## config.mk

```make
export PLATFORM = sky130hd
export DESIGN_NAME = lane_scheduler
export DESIGN_NICKNAME = d
export VERILOG_FILES = /design/src/rtl/lane_sched_pkg.sv /design/src/rtl/lane_scheduler_tick_prescaler.sv /design/src/rtl/lane_scheduler.sv
export SDC_FILE = /design/constraint.sdc
export NUM_CORES = 1
export LEC_CHECK = 0
export ABC_AREA = 0
export ABC_CLOCK_PERIOD_IN_PS = 2400
export CAP_MARGIN = 10
export CORE_MARGIN = 2
export CORE_UTILIZATION = 35
export DETAILED_ROUTE_END_ITERATION = 10
export SYNTH_ARGS = -nofsm -noshare
export SYNTH_HDL_FRONTEND = slang
export SYNTH_SLANG_ARGS = --single-unit
```

## constraint.sdc

```tcl
create_clock -name clk -period 2.4 [get_ports clk]
set_input_delay 0.48 -clock clk [delete_from_list [all_inputs] [get_ports clk]]
set_output_delay 0.48 -clock clk [all_outputs]
set_load 0.03 [all_outputs]
```

## src/rtl/lane_sched_pkg.sv

```systemverilog
// Shared types and helpers for the car-lane scheduler.
package lane_sched_pkg;

  typedef enum logic [1:0] {
    IDLE   = 2'd0,
    RUN    = 2'd1,
    PAUSED = 2'd2,
    OVER   = 2'd3
  } state_t;

  // Lane i advances once every 1..4 base ticks, repeating every four lanes.
  function automatic int unsigned lane_period(input int unsigned i);
    return 1 + (i % 4);
  endfunction

  // Rotate a 10-bit value left by n bits so each lane sees a different
  // view of the shared LFSR.
  function automatic logic [9:0] rotl10(input logic [9:0] v, input int unsigned n);
    logic [19:0] d;
    d = {v, v} << (n % 10);
    return d[19:10];
  endfunction

endpackage

```

## src/rtl/lane_scheduler_tick_prescaler.sv

```systemverilog
// Divides clk down to the base game tick. Counts only while enabled and
// holds otherwise, so a paused game resumes mid-period without losing time.
module tick_prescaler
  import lane_sched_pkg::*;
#(
  parameter int DIV = 6_250_000
) (
  input  logic clk,
  input  logic reset,
  input  logic en,
  input  logic clr,
  output logic tick
);

  localparam int W = $clog2(DIV);
  localparam logic [W-1:0] PC_MAX = W'(DIV - 1);

  logic [W-1:0] pc;

  assign tick = en && (pc == PC_MAX);

  // Prescale counter: clear has priority, wraps to zero on the tick.
  always_ff @(posedge clk or posedge reset) begin
    if (reset) begin
      pc <= '0;
    end else if (clr) begin
      pc <= '0;
    end else if (en) begin
      if (tick) pc <= '0;
      else      pc <= pc + W'(1);
    end
  end

endmodule

```

## src/rtl/lane_scheduler.sv

```systemverilog
// Car-lane sequencing controller: game FSM, per-lane speed and spawn-gap
// counters, and registered press/load strobes for the car shift registers.
module lane_scheduler
  import lane_sched_pkg::*;
#(
  parameter int LANES = 4,
  parameter int DIV   = 6_250_000,
  parameter int GAP   = 2
) (
  input  logic             clk,
  input  logic             reset,
  input  logic             start,
  input  logic             pause,
  input  logic             game_over,
  input  logic [8:0]       sw,
  input  logic [9:0]       rand10,
  output logic [LANES-1:0] press,
  output logic [LANES-1:0] load,
  output logic [1:0]       state,
  output logic [15:0]      step_count
);

  localparam logic [2:0] GAP_V = 3'(GAP);

  state_t           st;
  logic             init;
  logic             bt;
  logic [LANES-1:0] fire_c;
  logic [LANES-1:0] load_c;
  logic [LANES-1:0] press_p1;
  logic [LANES-1:0] load_p1;

  assign state = st;

  // A new game starts only from IDLE/OVER, and a simultaneous game_over wins.
  assign init = ((st == IDLE) || (st == OVER)) && start && !game_over;

  // Game FSM: game_over beats everything, start is ignored mid-game.
  always_ff @(posedge clk or posedge reset) begin
    if (reset) begin
      st <= IDLE;
    end else if (game_over) begin
      st <= OVER;
    end else begin
      case (st)
        IDLE, OVER: if (start)  st <= RUN;
        RUN:        if (pause)  st <= PAUSED;
        PAUSED:     if (!pause) st <= RUN;
        default:    st <= IDLE;
      endcase
    end
  end

  tick_prescaler #(
    .DIV(DIV)
  ) u_prescaler (
    .clk  (clk),
    .reset(reset),
    .en   (st == RUN),
    .clr  (init),
    .tick (bt)
  );

  // ---- stage 0: base tick, lane fire and spawn decisions ----
  for (genvar i = 0; i < LANES; i++) begin : g_lane
    localparam logic [1:0] RELOAD = 2'(lane_period(i) - 1);

    logic [1:0] lc;
    logic [2:0] gc;
    logic       spawn;

    assign fire_c[i] = bt && (lc == 2'd0);
    assign spawn     = {1'b0, sw} > rotl10(rand10, i);
    assign load_c[i] = fire_c[i] && spawn && (gc == 3'd0);

    // Lane speed down-counter and post-spawn gap counter, both advanced on the base tick.
    always_ff @(posedge clk or posedge reset) begin
      if (reset) begin
        lc <= 2'd0;
        gc <= 3'd0;
      end else if (init) begin
        lc <= 2'd0;
        gc <= 3'd0;
      end else if (bt) begin
        lc <= fire_c[i] ? RELOAD : lc - 2'd1;
        if (load_c[i])                    gc <= GAP_V;
        else if (fire_c[i] && gc != 3'd0) gc <= gc - 3'd1;
      end
    end
  end

  // Base-tick counter shown on the display, held at its ceiling.
  always_ff @(posedge clk or posedge reset) begin
    if (reset) begin
      step_count <= 16'd0;
    end else if (init) begin
      step_count <= 16'd0;
    end else if (bt && step_count != 16'hFFFF) begin
      step_count <= step_count + 16'd1;
    end
  end

  // ---- stage 1: registered one-cycle strobes ----
  // Strobes follow the tick by one cycle; they carry the tick's decision even
  // if the FSM leaves RUN on that same edge, and are idle otherwise.
  always_ff @(posedge clk or posedge reset) begin
    if (reset) begin
      press_p1 <= '0;
      load_p1  <= '0;
    end else begin
      press_p1 <= fire_c;
      load_p1  <= load_c;
    end
  end

  assign press = press_p1;
  assign load  = load_p1;

endmodule

```

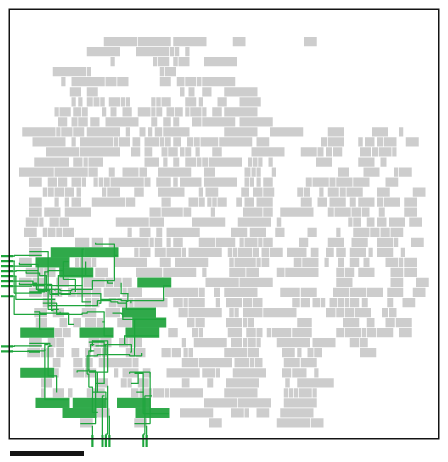
(images/port_trees.png)
Scale bar: 20 um.
Green is step_count, bits 16, direction output, edge 10 left, 6 bottom, end cells 16, buffers 16, wire 747 um.

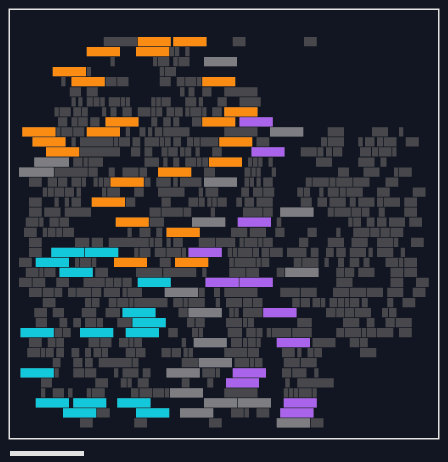
(images/ff_map.png)
Scale bar: 20 um.
Cyan is step_count, sequential cells 16. Orange is u_prescaler.pc, sequential cells 23. Purple is g_lane.gc, sequential cells 12.

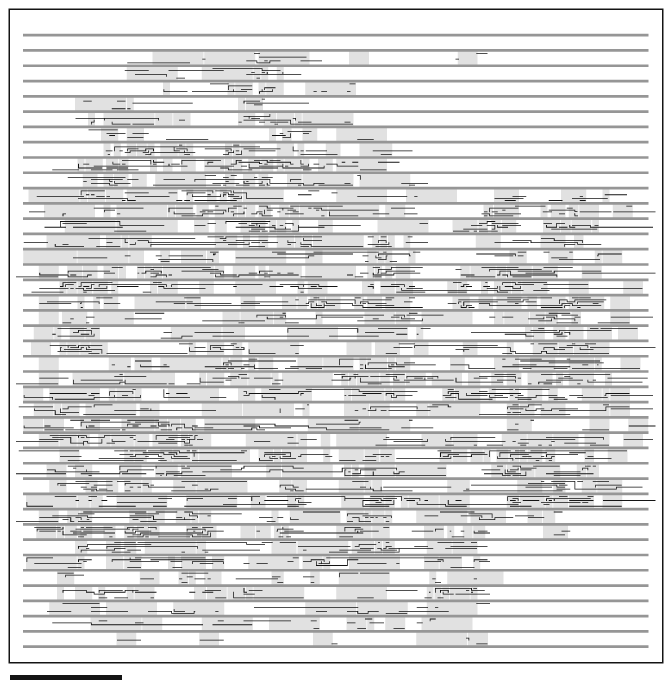
(images/m1.png)
Scale bar: 20 um. Supply wires on this layer in gray.
The layer holds 46% of the routed length. 599 nets have wire on it. The wires run mostly horizontal.

-- state kept, by name (all words and copies together) (netlist names) --
signal          count
g_lane.gc          12
state               2
load                4
g_lane.lc           8
u_prescaler.pc     23
step_count         16
press               4
-- power groups by stage --
stage          sequential, mW  clock [mW]  combinational, mW
5_1_grt                  1.22        1.52              0.550
6_report                 1.22        1.44              0.483
2_1_floorplan            1.25           0              0.250
4_1_cts                  1.22        1.47              0.480
3_5_place_dp             1.24           0              0.464
3_3_place_gp             1.24           0              0.453
-- per-stage QoR --
step	hold WS (ps)	setup slack, ps
6_report	454	-145
3_5_place_dp	453	-238
5_1_grt	488	-244
3_3_place_gp	448	-159
4_1_cts	461	-97.1
2_1_floorplan	432	-169
-- kinds of logic (layout without fill, tap and decap cells) --
logic type | Yosys count | in the layout | share of synthesized area [%]
AND-OR/OR-AND | 65 | 65 | 9.40
XOR/XNOR | 32 | 32 | 6.38
adder cells (fa/ha/maj) | 50 | 50 | 14.2
buffers and inverters | 48 | 159 | 4.30
flip-flops | 69 | 69 | 39.3
multiplexers | 6 | 6 | 1.48
AND/OR/NAND/NOR | 208 | 208 | 24.9
-- metal layers --
metal,vias to the layer above,global-route usage (%)
met2,88,29.2
met1,1869,22.7
met3,23,3.66
met5,-,0
li1,1897,-
met4,0,8.57
-- worst register-to-register path, cell delays in order, from the launching register on --
cell	delay [ps]
dfrtp_2	410
inv_2	70
ha_4	120
or4bb_1	400
or4_4	470
buf_12	160
nor3_4	220
buf_4	150
a21oi_1	50
nand2_1	90
mux2_4	300
-- cell usage after synthesis (5+ instances only) --
cell type  count
or3_1          5
xnor2_1       13
xor2_1        19
nand4b_1       5
a31oi_1        7
nor3_1         7
a21o_1         5
nand2b_1       5
ha_1          50
nand4_1       19
and2_1         5
dfrtp_1       69
nand3_1       33
nand2_1       35
a21oi_1       25
and3_1         8
o21ai_0        9
inv_1         36
nor2_1        57
clkbuf_1       7
-- area by class of cell --
cell class	count	share of cell area, %
timing repair buffer	107	16.5
tap	168	3.45
sequential	69	28.4
clock inverter	7	1.62
inverter	36	2.22
clock buffer	9	3.69
multi-input combinational	361	44.2
-- path summary, 6_finish.rpt --
check / slack (ps) / start / cells after the start / to
max: -150 / state[1]$_DFFE_PP0P_ / 10 / g_lane[0].gc[1]$_DFFE_PP0P_
max reg2reg: -150 / state[1]$_DFFE_PP0P_ / 10 / g_lane[0].gc[1]$_DFFE_PP0P_
min reg2reg: 460 / g_lane[1].lc[1]$_DFFE_PP0P_ / 1 / press[1]$_DFF_PP0_
max in group asynchronous: 1340 / reset / 3 / g_lane[1].gc[1]$_DFFE_PP0P_
min in group clk: 460 / g_lane[1].lc[1]$_DFFE_PP0P_ / 1 / press[1]$_DFF_PP0_
min: 450 / reset / 2 / u_prescaler.pc[15]$_DFFE_PP0P_
-- timing repair --
action,in CTS,in global routing
hold buffers,0,0
setup endpoints to repair,33,40
buffers inserted,4,3
resized,6,32
pin swaps,6,5
==> out/metrics.csv <==
stage,metric,value,unit
status,outcome,"finished, violations left",
status,violated checks,negative setup slack,
power,"Power, Total",3.14,mW
worst_setup_path,CP max stage delay,470,ps
synth,Syn Nets,552,
timing,final hold violations,0,
power,Leak,2.84,nW
drt,post-DR vias/cell,5.12,
worst_setup_path,Setup crit start kind,register,
timing,endpoints failing setup,19,
cts,CTS buffer count,9,
timing,fin worst setup slack,-145,ps
drt,Pre-antenna DRT Iters,4,
worst_setup_path,CP arrival,2770,ps
layout,Final Core Density,50.3,%
drt,max layer used,met4,
flow_run,max-cap check violation count,0,
global_routing,antenna violations before repair,0,
synth,ys flops,69,
synth,ys async rst share,100,%
floorplan,DIE AREA,13500,um^2
synth,Synth Cell Area,4390,um^2
layout,Top cells excl fill/tap,"dfrtp_1 (67), nor2_1 (57), ha_1 (49), clkdlybuf4s50_1 (49), buf_4 (46)",
power,clock power share,45.8,%
synth,Yosys Instances,478,
power,Flop pwr share,38.8,%
synth,post-synth cell types,49,
floorplan,Die Ht,116,um
timing,RSZ-0062 raised after global routing,yes,
timing,Peak Freq,393,MHz
global_routing,vias in the first global route,3982,
worst_setup_path,crit-path max FO,3,
drt,DRT iter0 DRCs,209,
layout,Syn-to-layout area delta,38.8,%
layout,Reg area,1730,um^2
power,Worst IR Drop VDD,0.386,mV
power,Comb pwr share,15.4,%
synth,top cell type by total area after synthesis,dfrtp_1,
Power and IR drop assume default switching activity.
